`config.mk`:
```
export PLATFORM = sky130hd
export DESIGN_NAME = hazard_sequencer
export DESIGN_NICKNAME = d
export VERILOG_FILES = /design/src/rtl/hazard_pkg.sv /design/src/rtl/hazard_match.sv /design/src/rtl/hazard_sequencer.sv
export SDC_FILE = /design/constraint.sdc
export NUM_CORES = 1
export LEC_CHECK = 0
export ABC_CLOCK_PERIOD_IN_PS = 2700
export CAP_MARGIN = 40
export CORE_MARGIN = 5
export CORE_UTILIZATION = 40
export DETAILED_ROUTE_END_ITERATION = 10
export GPL_ROUTABILITY_DRIVEN = 1
export PLACE_DENSITY = 0.69
export SETUP_SLACK_MARGIN = 0.2
export SYNTH_ARGS = -nofsm -noshare
export SYNTH_HDL_FRONTEND = slang
export SYNTH_SLANG_ARGS = --single-unit
```
`constraint.sdc`:
```
create_clock -name clk -period 2.7 [get_ports clk]
set_input_delay 0.54 -clock clk [delete_from_list [all_inputs] [get_ports clk]]
set_output_delay 0.54 -clock clk [all_outputs]
set_load 0.005 [all_outputs]
```
`src/rtl/hazard_pkg.sv`:
```
// Shared types for the hazard sequencer: FSM states, operand-mux encodings, pipeline slot.
// Latency: none (types and constants only).
// Backpressure: none.
package hazard_pkg;

   // Widest register address a slot can carry; narrower REG_AW values are zero-extended.
   localparam int SLOT_RD_W = 8;

   typedef enum logic [1:0] {
      RUN        = 2'd0,
      LOAD_STALL = 2'd1,
      MEM_WAIT   = 2'd2,
      FLUSH      = 2'd3
   } hz_state_t;

   // EX operand-mux selects; bit 1 (execute stage) overrides bit 0 (memory stage).
   localparam logic [1:0] FWD_RF  = 2'b00;
   localparam logic [1:0] FWD_MEM = 2'b01;
   localparam logic [1:0] FWD_EX  = 2'b10;

   typedef struct packed {
      logic [SLOT_RD_W-1:0] rd;
      logic                 regwrite;
      logic                 memread;
      logic                 memop;
   } slot_t;

endpackage

```
`src/rtl/hazard_match.sv`:
```
// One pipeline slot versus one source register: does the slot produce that register?
// Latency: purely combinational.
// Backpressure: none.
// Ports: slot_rd/slot_regwrite describe the slot, src is the source register, hit is the match.
module hazard_match
   import hazard_pkg::*;
(
   input  logic [SLOT_RD_W-1:0] slot_rd,
   input  logic                 slot_regwrite,
   input  logic [SLOT_RD_W-1:0] src,
   output logic                 hit
);

   // r0 is hardwired to zero, so a write to it never produces a forwardable value.
   assign hit = slot_regwrite && (slot_rd == src) && (slot_rd != '0);

endmodule

```
`src/rtl/hazard_sequencer.sv`:
```
// Pipeline hazard sequencer: load-use stall, branch flush, data-memory wait, forwarding selects.
// Latency: holds/flush/bubble combinational in the same cycle; fwd_sel registered, valid in EX cycle.
// Backpressure: dmem_ready low with a memory op in MEM freezes every slot and select (MEM_WAIT).
// Ports: clk/rst_n; id_* describe the ID instruction; branch_taken, dmem_ready are pipeline events;
//        pc_hold/ifid_hold/ifid_flush/idex_bubble drive pipeline registers; fwd_sel_a/b drive
//        the EX operand muxes; state is the FSM state.
//        Define HAZARD_PERF_CNT_EN to add saturating stall_cnt and flush_cnt outputs.
module hazard_sequencer
   import hazard_pkg::*;
#(
   parameter int REG_AW = 5
)(
   input  logic              clk,
   input  logic              rst_n,
   input  logic              id_valid,
   input  logic [REG_AW-1:0] id_rs1,
   input  logic [REG_AW-1:0] id_rs2,
   input  logic [REG_AW-1:0] id_rd,
   input  logic              id_regwrite,
   input  logic              id_memread,
   input  logic              id_memop,
   input  logic              branch_taken,
   input  logic              dmem_ready,
   output logic              pc_hold,
   output logic              ifid_hold,
   output logic              ifid_flush,
   output logic              idex_bubble,
   output logic [1:0]        fwd_sel_a,
   output logic [1:0]        fwd_sel_b,
   output logic [1:0]        state
`ifdef HAZARD_PERF_CNT_EN
   ,
   output logic [31:0]       stall_cnt,
   output logic [31:0]       flush_cnt
`endif
);

   hz_state_t            state_q, state_d;
   slot_t                ex_q, mem_q, wb_q, id_slot;
   logic [SLOT_RD_W-1:0] rs1_x, rs2_x;
   logic                 hit_a_ex, hit_a_mem, hit_b_ex, hit_b_mem;
   logic                 load_use, mem_block, advance;

   assign rs1_x   = SLOT_RD_W'(id_rs1);
   assign rs2_x   = SLOT_RD_W'(id_rs2);
   assign id_slot = '{rd: SLOT_RD_W'(id_rd), regwrite: id_regwrite,
                      memread: id_memread, memop: id_memop};

   hazard_match u_match_a_ex  (.slot_rd(ex_q.rd),  .slot_regwrite(ex_q.regwrite),  .src(rs1_x), .hit(hit_a_ex));
   hazard_match u_match_a_mem (.slot_rd(mem_q.rd), .slot_regwrite(mem_q.regwrite), .src(rs1_x), .hit(hit_a_mem));
   hazard_match u_match_b_ex  (.slot_rd(ex_q.rd),  .slot_regwrite(ex_q.regwrite),  .src(rs2_x), .hit(hit_b_ex));
   hazard_match u_match_b_mem (.slot_rd(mem_q.rd), .slot_regwrite(mem_q.regwrite), .src(rs2_x), .hit(hit_b_mem));

   assign load_use  = id_valid && ex_q.memread && (hit_a_ex || hit_b_ex);
   assign mem_block = mem_q.memop && !dmem_ready;
   // Only the MEM_WAIT state freezes the pipe; the cycle that detects the wait still advances.
   assign advance   = (state_q != MEM_WAIT);
   assign state     = state_q;

   // Priority inside the non-wait states: memory wait, then branch flush, then load-use.
   always_comb begin
      state_d     = state_q;
      pc_hold     = 1'b0;
      ifid_hold   = 1'b0;
      ifid_flush  = 1'b0;
      idex_bubble = 1'b0;
      case (state_q)
         MEM_WAIT: begin
            pc_hold   = 1'b1;
            ifid_hold = 1'b1;
            if (dmem_ready) state_d = RUN;
         end
         default: begin
            if (mem_block) begin
               state_d = MEM_WAIT;
            end else if (branch_taken && (state_q != FLUSH)) begin
               ifid_flush  = 1'b1;
               idex_bubble = 1'b1;
               state_d     = FLUSH;
            end else if (load_use && (state_q == RUN)) begin
               pc_hold     = 1'b1;
               ifid_hold   = 1'b1;
               idex_bubble = 1'b1;
               state_d     = LOAD_STALL;
            end else begin
               state_d = RUN;
            end
         end
      endcase
      // Controls must read zero for the whole reset interval, whatever the inputs do.
      if (!rst_n) begin
         pc_hold     = 1'b0;
         ifid_hold   = 1'b0;
         ifid_flush  = 1'b0;
         idex_bubble = 1'b0;
      end
   end

   always_ff @(posedge clk or negedge rst_n) begin
      if (!rst_n) begin
         state_q   <= RUN;
         ex_q      <= '0;
         mem_q     <= '0;
         wb_q      <= '0;
         fwd_sel_a <= FWD_RF;
         fwd_sel_b <= FWD_RF;
      end else begin
         state_q <= state_d;
         if (advance) begin
            wb_q  <= mem_q;
            mem_q <= ex_q;
            if (idex_bubble) begin
               ex_q      <= '0;
               fwd_sel_a <= FWD_RF;
               fwd_sel_b <= FWD_RF;
            end else begin
               ex_q      <= id_slot;
               fwd_sel_a <= {hit_a_ex, hit_a_mem};
               fwd_sel_b <= {hit_b_ex, hit_b_mem};
            end
         end
      end
   end

   // Slot fields no decision consults (WB slot, EX memop, MEM memread) are gathered here.
   logic unused_slot_bits;
   assign unused_slot_bits = ^{wb_q, ex_q.memop, mem_q.memread};

`ifdef HAZARD_PERF_CNT_EN
   always_ff @(posedge clk or negedge rst_n) begin
      if (!rst_n) begin
         stall_cnt <= '0;
         flush_cnt <= '0;
      end else begin
         if (pc_hold && (stall_cnt != '1))    stall_cnt <= stall_cnt + 32'd1;
         if (ifid_flush && (flush_cnt != '1)) flush_cnt <= flush_cnt + 32'd1;
      end
   end
`endif

endmodule
```
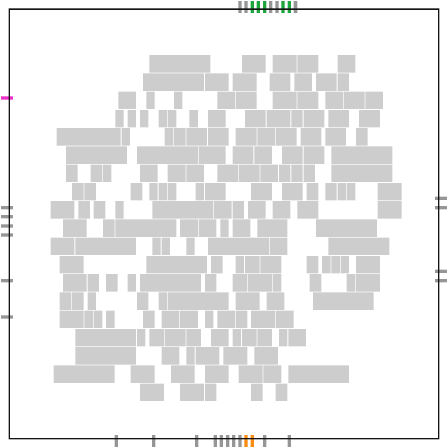
Fig. 1. Pin map (run 1).
Pins as bars across the die edge, other pins in grey.
magenta -> clk  # pins 1, direction input, edge west
green -> id_rs2  # pins 5, direction input, edge north
orange -> state  # pins 2, direction output, edge south
IO Port Bufs: 32
die height: 63.8 µm

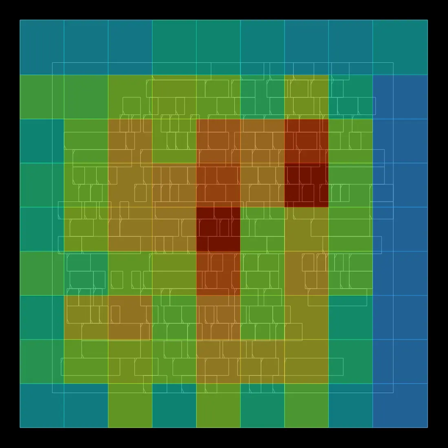
Fig. 2. Routing congestion (run 1).
GR peak layer: met2
Total GRT Usage: 15.2%
M1 GR Usage: 20.6%
M3 GR Usage: 3.15%
Finished Core Util: 60.5%

==> flow_summary_export.csv, run 1 <==
group,metric,value,unit
pwr,p_leak,0.768,nW
worst_setup_path,cp_top_family,"simple AND/OR/NAND/NOR gates",
layout,diodes,0,
timing,period_needed,2.58,ns
synthesis,yosysChipArea,1160,µm²
placement,gp_congestion,0.803,
clock_network,cts.sinks,21,
job,timing.max_cap.violations,0,
detailed_routing,vias_per_cell,5.16,
synthesis,netlist_instances,132,
worst_setup_path,cpMaxStageDelayCell,"or4_4",
layout,regArea,527,µm²
floorplan,pin_count,33,
timing,worst_slew_pin_slew,0.242,ns
layout,layout_top_cell,"nand2_1",
timing,finalClockPeriodUsage,95.7,%
global_route,grt_pass1_wl,5060,µm
clock_network,cts_tree,"done",
synthesis,synth-async-reset-ratio,100,%
global_route,gr-total-overflow,0,
worst_setup_path,crit_required,2.16,ns
detailed_routing,vias,1110,
hold_path,hold_path_class,"reg -> reg",
layout,final_cells,215,
global_route,grt_pass1_vias,1142,
synthesis,syn_area,1160,µm²
layout,areaGrowthSynthToFinish,44.1,%
floorplan,initial_utilization,42.0,%
detailed_routing,initialDrtViolationCount,19,
job,warning_count,28,
synthesis,edf_count,0,
worst_setup_path,rr_worst_depth,8,
timing,hold_violations,0,
worst_setup_path,worstPathCellList,"or4_4 > o21a_1 > nand2_1 > a21oi_2 > buf_4 > a32o_1 > buf_2",
worst_setup_path,worstPathArrival,2.04,ns
global_route,grt_antenna_before_repair,0,
worst_setup_path,path_max_fanout,2,
floorplan,die_area,4070,µm²
detailed_routing,post_drt_wl_per_cell,14.0,µm
floorplan,fp.dieW,63.8,µm
synthesis,synth_area_leader_cell,"dfrtp_1",
worst_setup_path,cp-start-kind,"register",
floorplan,row_count,19,
synthesis,ys_cells,132,
placement,preCtsSetupSlack,-0.381,ns
worst_setup_path,setup.worst_path.class,"reg -> out",
placement,dp.cells,204,
global_route,grt_max_degree,21,
hold_path,hold_path_startpoint,"fwd_sel_b[1]",
timing,drv_slew,0,
status,outcome,"finished clean",
detailed_routing,first_pass_iters,4,
synthesis,synth_cell_type_count,24,
synthesis,ys.flop_type,"dfrtp_1",
worst_setup_path,worst-path-buf-inv,2,
detailed_routing,totalWireLength,3010,µm
layout,fillers,266,
pwr,p_per_area,807,nW/µm²
clock_network,cts_hold_buf,0,
layout,layout-drive-gt1-share,17.9,%
worst_setup_path,crit_start,"ex_q[6]",
worst_setup_path,reg2reg_slack,0.82,ns
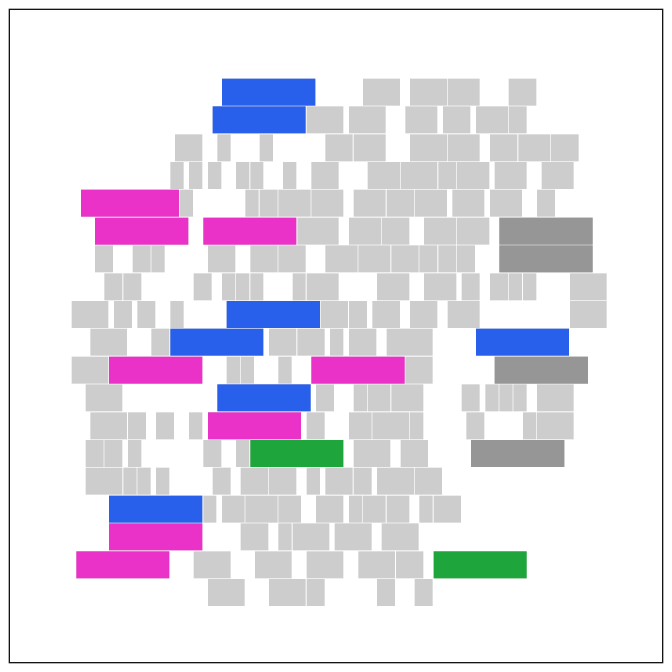
Fig. 3. Register map, names as in the netlist (run 1).
Other sequential cells in the stronger grey, the rest of the logic in the fainter grey.
magenta -> ex_q  # flops 8
blue -> mem_q  # flops 7
green -> state  # flops 2
not coloured = 4

-- run 1: kinds of logic (layout without fill, tap and decap cells) --
| group | Yosys count | after routing | synth area share, % |
|---|---|---|---|
| simple gates | 62 | 62 | 24.3 |
| compound gates | 21 | 21 | 11.9 |
| flops | 21 | 21 | 45.4 |
| xor+xnor | 20 | 20 | 15.1 |
| buf+inv | 8 | 60 | 3.24 |
-- run 1: cell usage after synthesis (all sizes together), types with 2 or more instances --
cell / instances
buf: 3
clkbuf: 3
dfrtp: 21
inv: 2
nand2: 35
nand2b: 2
nand3: 12
nand4: 3
nor2: 2
nor3: 3
o21ai: 13
or4: 4
xnor2: 10
xor2: 10
-- run 1: layer usage --
layer	global-route usage (%)	part of all wire, %	vias up
met3	3.15	2.7	4
met1	20.6	45	532
met5	0	0	-
li1	-	-	554
met4	4.42	1.5	0
met2	24.2	51	20
-- run 1: tightest hold or removal path, stage by stage, from the launching register on --
cell	delay, ns
dfrtp_1	0.36
nand2_1	0.05
o21ai_0	0.06
-- run 1: registers in the layout (all words and copies together), names as in the netlist --
signal,count
state,2
fwd_sel_b,2
fwd_sel_a,2
mem_q,7
ex_q,8
-- run 1: through the flow --
stage / TNS (ns) / hold WS (ns) / area (µm²)
after global placement: -1.04 / 0.457 / 1600
final: 0 / 0.493 / 1670
after CTS: 0 / 0.501 / 1650
after detailed placement: -1.11 / 0.471 / 1600
after global routing: 0 / 0.527 / 1670
after floorplan: 0 / 0.244 / 1160
-- run 1: worst paths after layout --
| check | to |
|---|---|
| max reg2reg | ex_q[2] |
| min reg2reg | fwd_sel_b[1] |
| max | ifid_hold |
| min | fwd_sel_b[1] |
| min in group asynchronous | fwd_sel_a[0] |
| max in group asynchronous | ex_q[6] |
-- run 1: repair_timing --
item	CTS	global route
pin swaps	7	2
buffers inserted	5	2
hold endpoints to repair	0	0
endpoints found under the setup margin	3	3
resized	19	0
-- run 1: layout make-up --
cell class | instances | area share, %
Multi-Input combinational cell | 103 | 36.1
Clock buffer | 3 | 1.35
Tap cell | 31 | 2.33
Inverter | 2 | 0.450
Clock inverter | 1 | 0.300
Sequential cell | 21 | 31.6
Timing Repair Buffer | 54 | 27.9
-- run 1: where the power goes --
| part | internal [mW] | switching (mW) |
|---|---|---|
| combinational | 0.324 | 0.318 |
| sequential | 0.432 | 0.122 |
| clock | 0.0551 | 0.0943 |
==> inputs of run 2 (changes only) <==
--- a/config.mk
+++ b/config.mk
@@ -10,7 +10,7 @@
 export CORE_MARGIN = 5
 export CORE_UTILIZATION = 40
 export DETAILED_ROUTE_END_ITERATION = 10
-export GPL_ROUTABILITY_DRIVEN = 1
+export GPL_ROUTABILITY_DRIVEN = 0
 export PLACE_DENSITY = 0.69
 export SETUP_SLACK_MARGIN = 0.2
 export SYNTH_ARGS = -nofsm -noshare
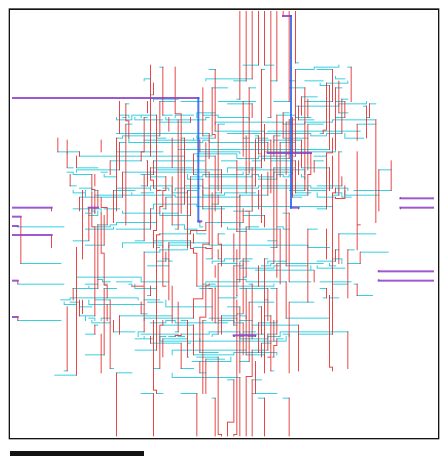
Fig. 4. Metal layers overlaid (run 2).
Scale bar: 20 µm.
purple -> met3  # wire length 81.7 µm
blue -> met4  # wire length 46.9 µm
red -> met2  # wire length 1530 µm
cyan -> met1  # wire length 1350 µm
final WL: 3010 µm
routed via count: 1110
drt wl/cell: 14.0 µm

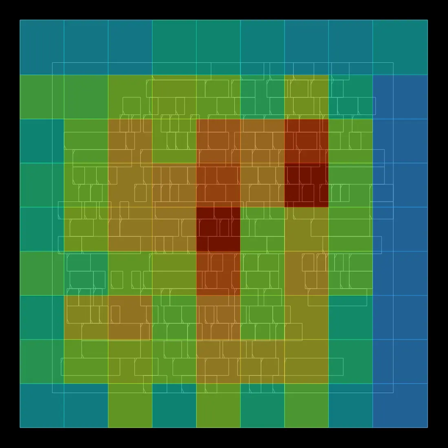
Fig. 5. Routing congestion (run 2).
met2 usage: 24.2%

==> flow_summary_export.csv, run 2 <==
group,metric,value,unit
floorplan,fp.dieW,63.8,µm
timing,hold_ws,0.493,ns
synthesis,synth-async-reset-ratio,100,%
detailed_routing,first_pass_iters,4,
clock_network,cts.sinks,21,
timing,fin_skew,0.00199,ns
placement,preCtsSetupSlack,-0.381,ns
pwr,clock_power_share,11.1,%
synthesis,edf_count,0,
layout,areaGrowthSynthToFinish,44.1,%
synthesis,ys_sh_adder,0,%
synthesis,mux_share,0,%
synthesis,aoi_share,11.9,%
pwr,switching_share,39.7,%
timing,finalClockPeriodUsage,95.7,%
synthesis,logic_family,"simple AND/OR/NAND/NOR gates",
clock_network,cts_hold_buf,0,
pwr,intPower,0.812,mW
synthesis,ys_cells,132,
floorplan,row_count,19,
pwr,p_seq_share,41.2,%
layout,largest_reg_flops,8,
global_route,grt_pass1_vias,1142,
timing,worst_slew_pin_slew,0.242,ns
layout,fillers,266,
synthesis,yosysChipArea,1160,µm²
floorplan,die_area,4070,µm²
clock_network,cts_root_buffer,"clkbuf_4",
timing,fin_ws,0.115,ns
synthesis,syn_area,1160,µm²
global_route,gr-total-overflow,0,
job,warning_count,28,
worst_setup_path,cp-start-kind,"register",
global_route,grt_max_degree,21,
layout,top_regs,"ex_q: 8 flops, mem_q: 7 flops",
synthesis,netlist_top_cells_count,"nand2_1, dfrtp_1, o21ai_0",
layout,layout-drive-gt1-share,17.9,%
synthesis,synth-xor-area-share,15.1,%
timing,hold_violations,0,
floorplan,pin_count,33,
layout,finalNetCount,208,
worst_setup_path,path_max_fanout,2,
synthesis,ys_seq_share,45.4,%
placement,port_buffers,32,
pwr,p_leak,0.768,nW
layout,layout_top_cell,"nand2_1",
synthesis,netlist_instances,132,
layout,diodes,0,
job,timing.max_cap.violations,0,
timing,period_needed,2.58,ns
global_route,grt_usage,15.2,%
global_route,grt_antenna_before_repair,0,
synthesis,ys.flop_type,"dfrtp_1",
pwr,p_per_area,807,nW/µm²
hold_path,hold_path_class,"reg -> reg",
layout,lay_top_cells,"nand2_1, clkdlybuf4s50_1, buf_4",
synthesis,yosys_warnings,0,
synthesis,synth.most_common_cell,"nand2_1",
layout,regMostFlops,"ex_q",
worst_setup_path,worstPathArrival,2.04,ns
synthesis,synth_area_leader_cell,"dfrtp_1",
clock_network,cts_tree,"done",
floorplan,initial_utilization,42.0,%
pwr,power.switching,0.534,mW
detailed_routing,vias_per_cell,5.16,
status,outcome,"finished clean",
floorplan,fp.dieH,63.8,µm
detailed_routing,initialDrtViolationCount,19,
synthesis,synth_cell_type_count,24,
timing,drv_slew,0,
synthesis,simple_gate_share,24.3,%
worst_setup_path,setup.worst_path.class,"reg -> out",
clock_network,clk_latency,0.29,ns
worst_setup_path,crit_required,2.16,ns
pwr,combPwrFrac,47.7,%
global_route,grt_pass1_wl,5060,µm
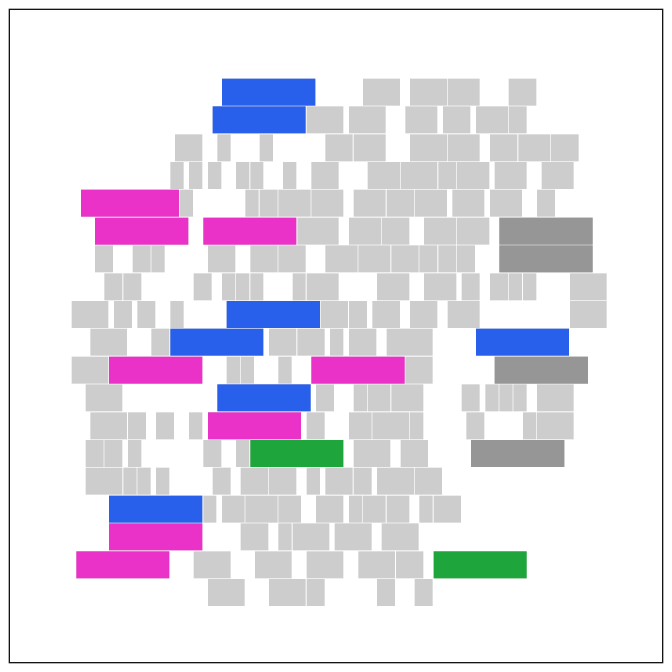
Fig. 6. Register map, names as in the netlist (run 2).
Other sequential cells in the stronger grey, the rest of the logic in the fainter grey.
green -> state  # flops 2
magenta -> ex_q  # flops 8
blue -> mem_q  # flops 7
not coloured = 4

-- run 2: worst max-delay path: stages, from the launching register on --
cell     delay (ns)
dfrtp_2        0.43
or4_4          0.51
o21a_1         0.20
nand2_1        0.09
a21oi_2        0.04
buf_4          0.14
a32o_1         0.21
buf_2          0.12
-- run 2: logic make-up (layout without fill, tap and decap cells) --
| group | count (synthesis) | count (layout) |
|---|---|---|
| simple gates | 62 | 62 |
| compound gates | 21 | 21 |
| flops | 21 | 21 |
| xor+xnor | 20 | 20 |
| buf+inv | 8 | 60 |
-- run 2: per-layer routing --
layer	up-vias	track usage [%]	share of wire [%]
li1	554	-	-
met1	532	20.6	45
met2	20	24.2	51
met3	4	3.15	2.7
met4	0	4.42	1.5
met5	-	0	0
-- run 2: layout make-up --
type | instances | area (µm²) | area share, %
clock inverters | 1 | 5.00 | 0.300
well taps | 31 | 38.8 | 2.33
repair buffers | 54 | 465 | 27.9
flip-flops and latches | 21 | 527 | 31.6
clock buffers | 3 | 22.5 | 1.35
inverters | 2 | 7.51 | 0.450
multi-input cells | 103 | 602 | 36.1
-- run 2: what timing repair did --
action	in CTS	in global routing
pin swaps	7	2
resized	19	0
buffers inserted	5	2
setup endpoints to repair	3	3
-- run 2: final timing paths --
kind                                   start            to  slack [ns]  cells after the start
worst min-delay path            fwd_sel_b[1]  fwd_sel_b[1]        0.49                      2
max in group asynchronous              rst_n       ex_q[6]        1.83                      2
worst max-delay path                 ex_q[6]     ifid_hold        0.12                      7
worst min register to register  fwd_sel_b[1]  fwd_sel_b[1]        0.49                      2
worst max register to register       ex_q[6]       ex_q[2]        0.82                      8
min in group asynchronous              rst_n  fwd_sel_a[0]        0.68                      2
-- run 2: stage by stage --
| stage | setup TNS, ns | std cells | instance area, µm² | util, % |
|---|---|---|---|---|
| floorplan | 0 | 132 | 1160 | - |
| global placement | -1.04 | 204 | 1600 | 58.0 |
| detailed placement | -1.11 | 204 | 1600 | 58.0 |
| CTS | 0 | 213 | 1650 | 59.9 |
| global route | 0 | 215 | 1670 | 60.5 |
| finish | 0 | 215 | 1670 | 60.5 |
-- run 2: power by group through the flow --
stage | Sequential (mW) | Combinational [mW] | Clock [mW]
after floorplan | 0.545 | 0.365 | 0
after global placement | 0.566 | 0.565 | 0
after detailed placement | 0.572 | 0.582 | 0
after CTS | 0.552 | 0.621 | 0.156
after global routing | 0.573 | 0.710 | 0.172
final | 0.554 | 0.642 | 0.149
==> inputs of run 3 (changes only) <==
--- a/config.mk
+++ b/config.mk
@@ -6,7 +6,6 @@
 export NUM_CORES = 1
 export LEC_CHECK = 0
 export ABC_CLOCK_PERIOD_IN_PS = 2700
-export CAP_MARGIN = 40
 export CORE_MARGIN = 5
 export CORE_UTILIZATION = 40
 export DETAILED_ROUTE_END_ITERATION = 10
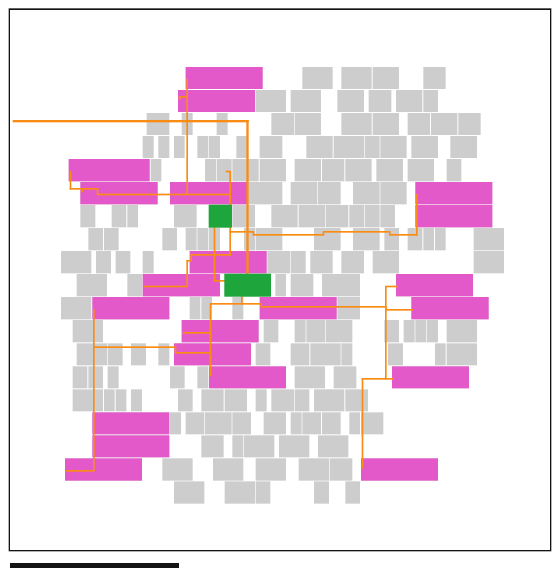
Fig. 7. Clock wires, drivers and flops (run 3).
Scale bar: 20 µm.
orange -> clock wires  # length 251 µm
green -> cells driving clock nets  # count 3
magenta -> flip-flops  # count 21
routed clock nets = 4

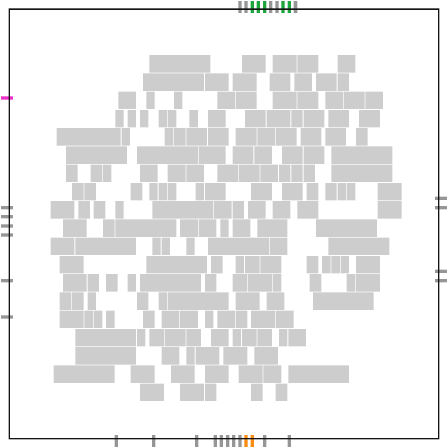
Fig. 8. Pin map (run 3).
Pins as bars across the die edge, other pins in grey.
orange -> state  # pins 2, direction output, edge south
green -> id_rs2  # pins 5, direction input, edge north
magenta -> clk  # pins 1, direction input, edge west
all pins by edge = 12 south, 10 north, 7 west, 4 east

==> flow_summary_export.csv, run 3 <==
group,metric,value,unit
layout,layout_top_cell,"nand2_1",
worst_setup_path,crit_path_end,"ifid_hold",
timing,fin_ws,0.115,ns
detailed_routing,first_pass_iters,4,
detailed_routing,vias_per_cell,5.16,
worst_setup_path,crit_start,"ex_q[6]",
synthesis,syn_area,1160,µm²
placement,preCtsSetupSlack,-0.381,ns
layout,lay_top_cells,"nand2_1, clkdlybuf4s50_1, buf_4",
timing,worst_slew_pin_slew,0.242,ns
worst_setup_path,timing.rr.start,"ex_q[6]",
clock_network,cts_root_buffer,"clkbuf_4",
layout,regMostFlops,"ex_q",
clock_network,clk_latency,0.29,ns
job,timing.max_cap.violations,0,
layout,final_util,60.5,%
synthesis,synth-async-reset-ratio,100,%
pwr,p_seq_share,41.2,%
timing,tns,0,ns
layout,diodes,0,
floorplan,pin_count,33,
layout,largest_reg_flops,8,
pwr,power.switching,0.534,mW
global_route,grt_max_degree,21,
global_route,grt_pass1_vias,1142,
placement,place_area,1600,µm²
synthesis,yosysChipArea,1160,µm²
floorplan,row_count,19,
detailed_routing,post_drt_wl_per_cell,14.0,µm
layout,design_area,1670,µm²
synthesis,yosys_warnings,0,
timing,hold_violations,0,
worst_setup_path,path_max_fanout,2,
worst_setup_path,rr_worst_depth,8,
status,outcome,"finished clean",
hold_path,hold_path_class,"reg -> reg",
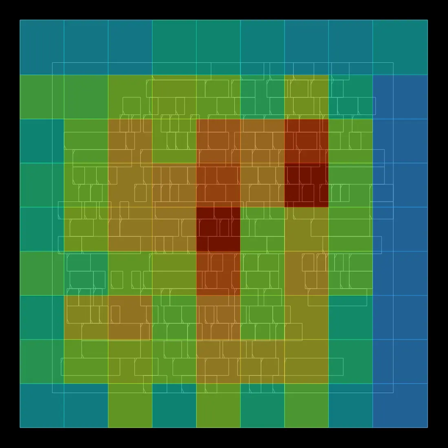
Fig. 9. Routing congestion (run 3).

-- run 3: cell counts in the layout (fill, tap and decap cells not counted) --
No cell type changed its count.
-- run 3: cell families (layout without fill, tap and decap cells) --
logic type	after synthesis	count (layout)	synth area share, %
flip-flops	21	21	45.4
XOR/XNOR	20	20	15.1
buffers and inverters	8	60	3.24
AND-OR/OR-AND	21	21	11.9
AND/OR/NAND/NOR	62	62	24.3
-- run 3: how the worst min path moves through the flow --
stage	from	end
3_3_place_gp	ex_q[0]	mem_q[0]
5_1_grt	ex_q[0]	mem_q[0]
3_5_place_dp	fwd_sel_b[1]	fwd_sel_b[1]
4_1_cts	fwd_sel_b[1]	fwd_sel_b[1]
2_1_floorplan	rst_n	ex_q[0]
6_report	fwd_sel_b[1]	fwd_sel_b[1]
-- run 3: power by group through the flow --
stage	clock network [mW]	logic, mW	registers [mW]
after CTS	0.156	0.621	0.552
after global placement	0	0.565	0.566
after detailed placement	0	0.582	0.572
after global routing	0.172	0.710	0.573
after floorplan	0	0.365	0.545
final	0.149	0.642	0.554
-- run 3: worst max-delay path, stage by stage, from the launching register on --
cell,delay [ns]
dfrtp_2,0.43
or4_4,0.51
o21a_1,0.20
nand2_1,0.09
a21oi_2,0.04
buf_4,0.14
a32o_1,0.21
buf_2,0.12
-- run 3: layout make-up --
cell class                      count  area (µm²)
Inverter                            2        7.51
Sequential cell                    21         527
Multi-Input combinational cell    103         602
Fill cell                         266        1090
Tap cell                           31        38.8
Timing Repair Buffer               54         465
Clock buffer                        3        22.5
Clock inverter                      1        5.00
-- run 3: what timing repair did --
item / in CTS / in global routing
gates resized: 19 / 0
buffers inserted: 5 / 2
hold buffers: 0 / 0
endpoints found under the setup margin: 3 / 3
pin swaps: 7 / 2
-- run 3: metal layers --
| layer | part of all wire [%] | track usage (%) | vias up |
|---|---|---|---|
| met4 | 1.5 | 4.42 | 0 |
| met5 | 0 | 0 | - |
| met1 | 45 | 20.6 | 532 |
| met3 | 2.7 | 3.15 | 4 |
| met2 | 51 | 24.2 | 20 |
| li1 | - | - | 554 |
Power and IR drop assume default switching activity.
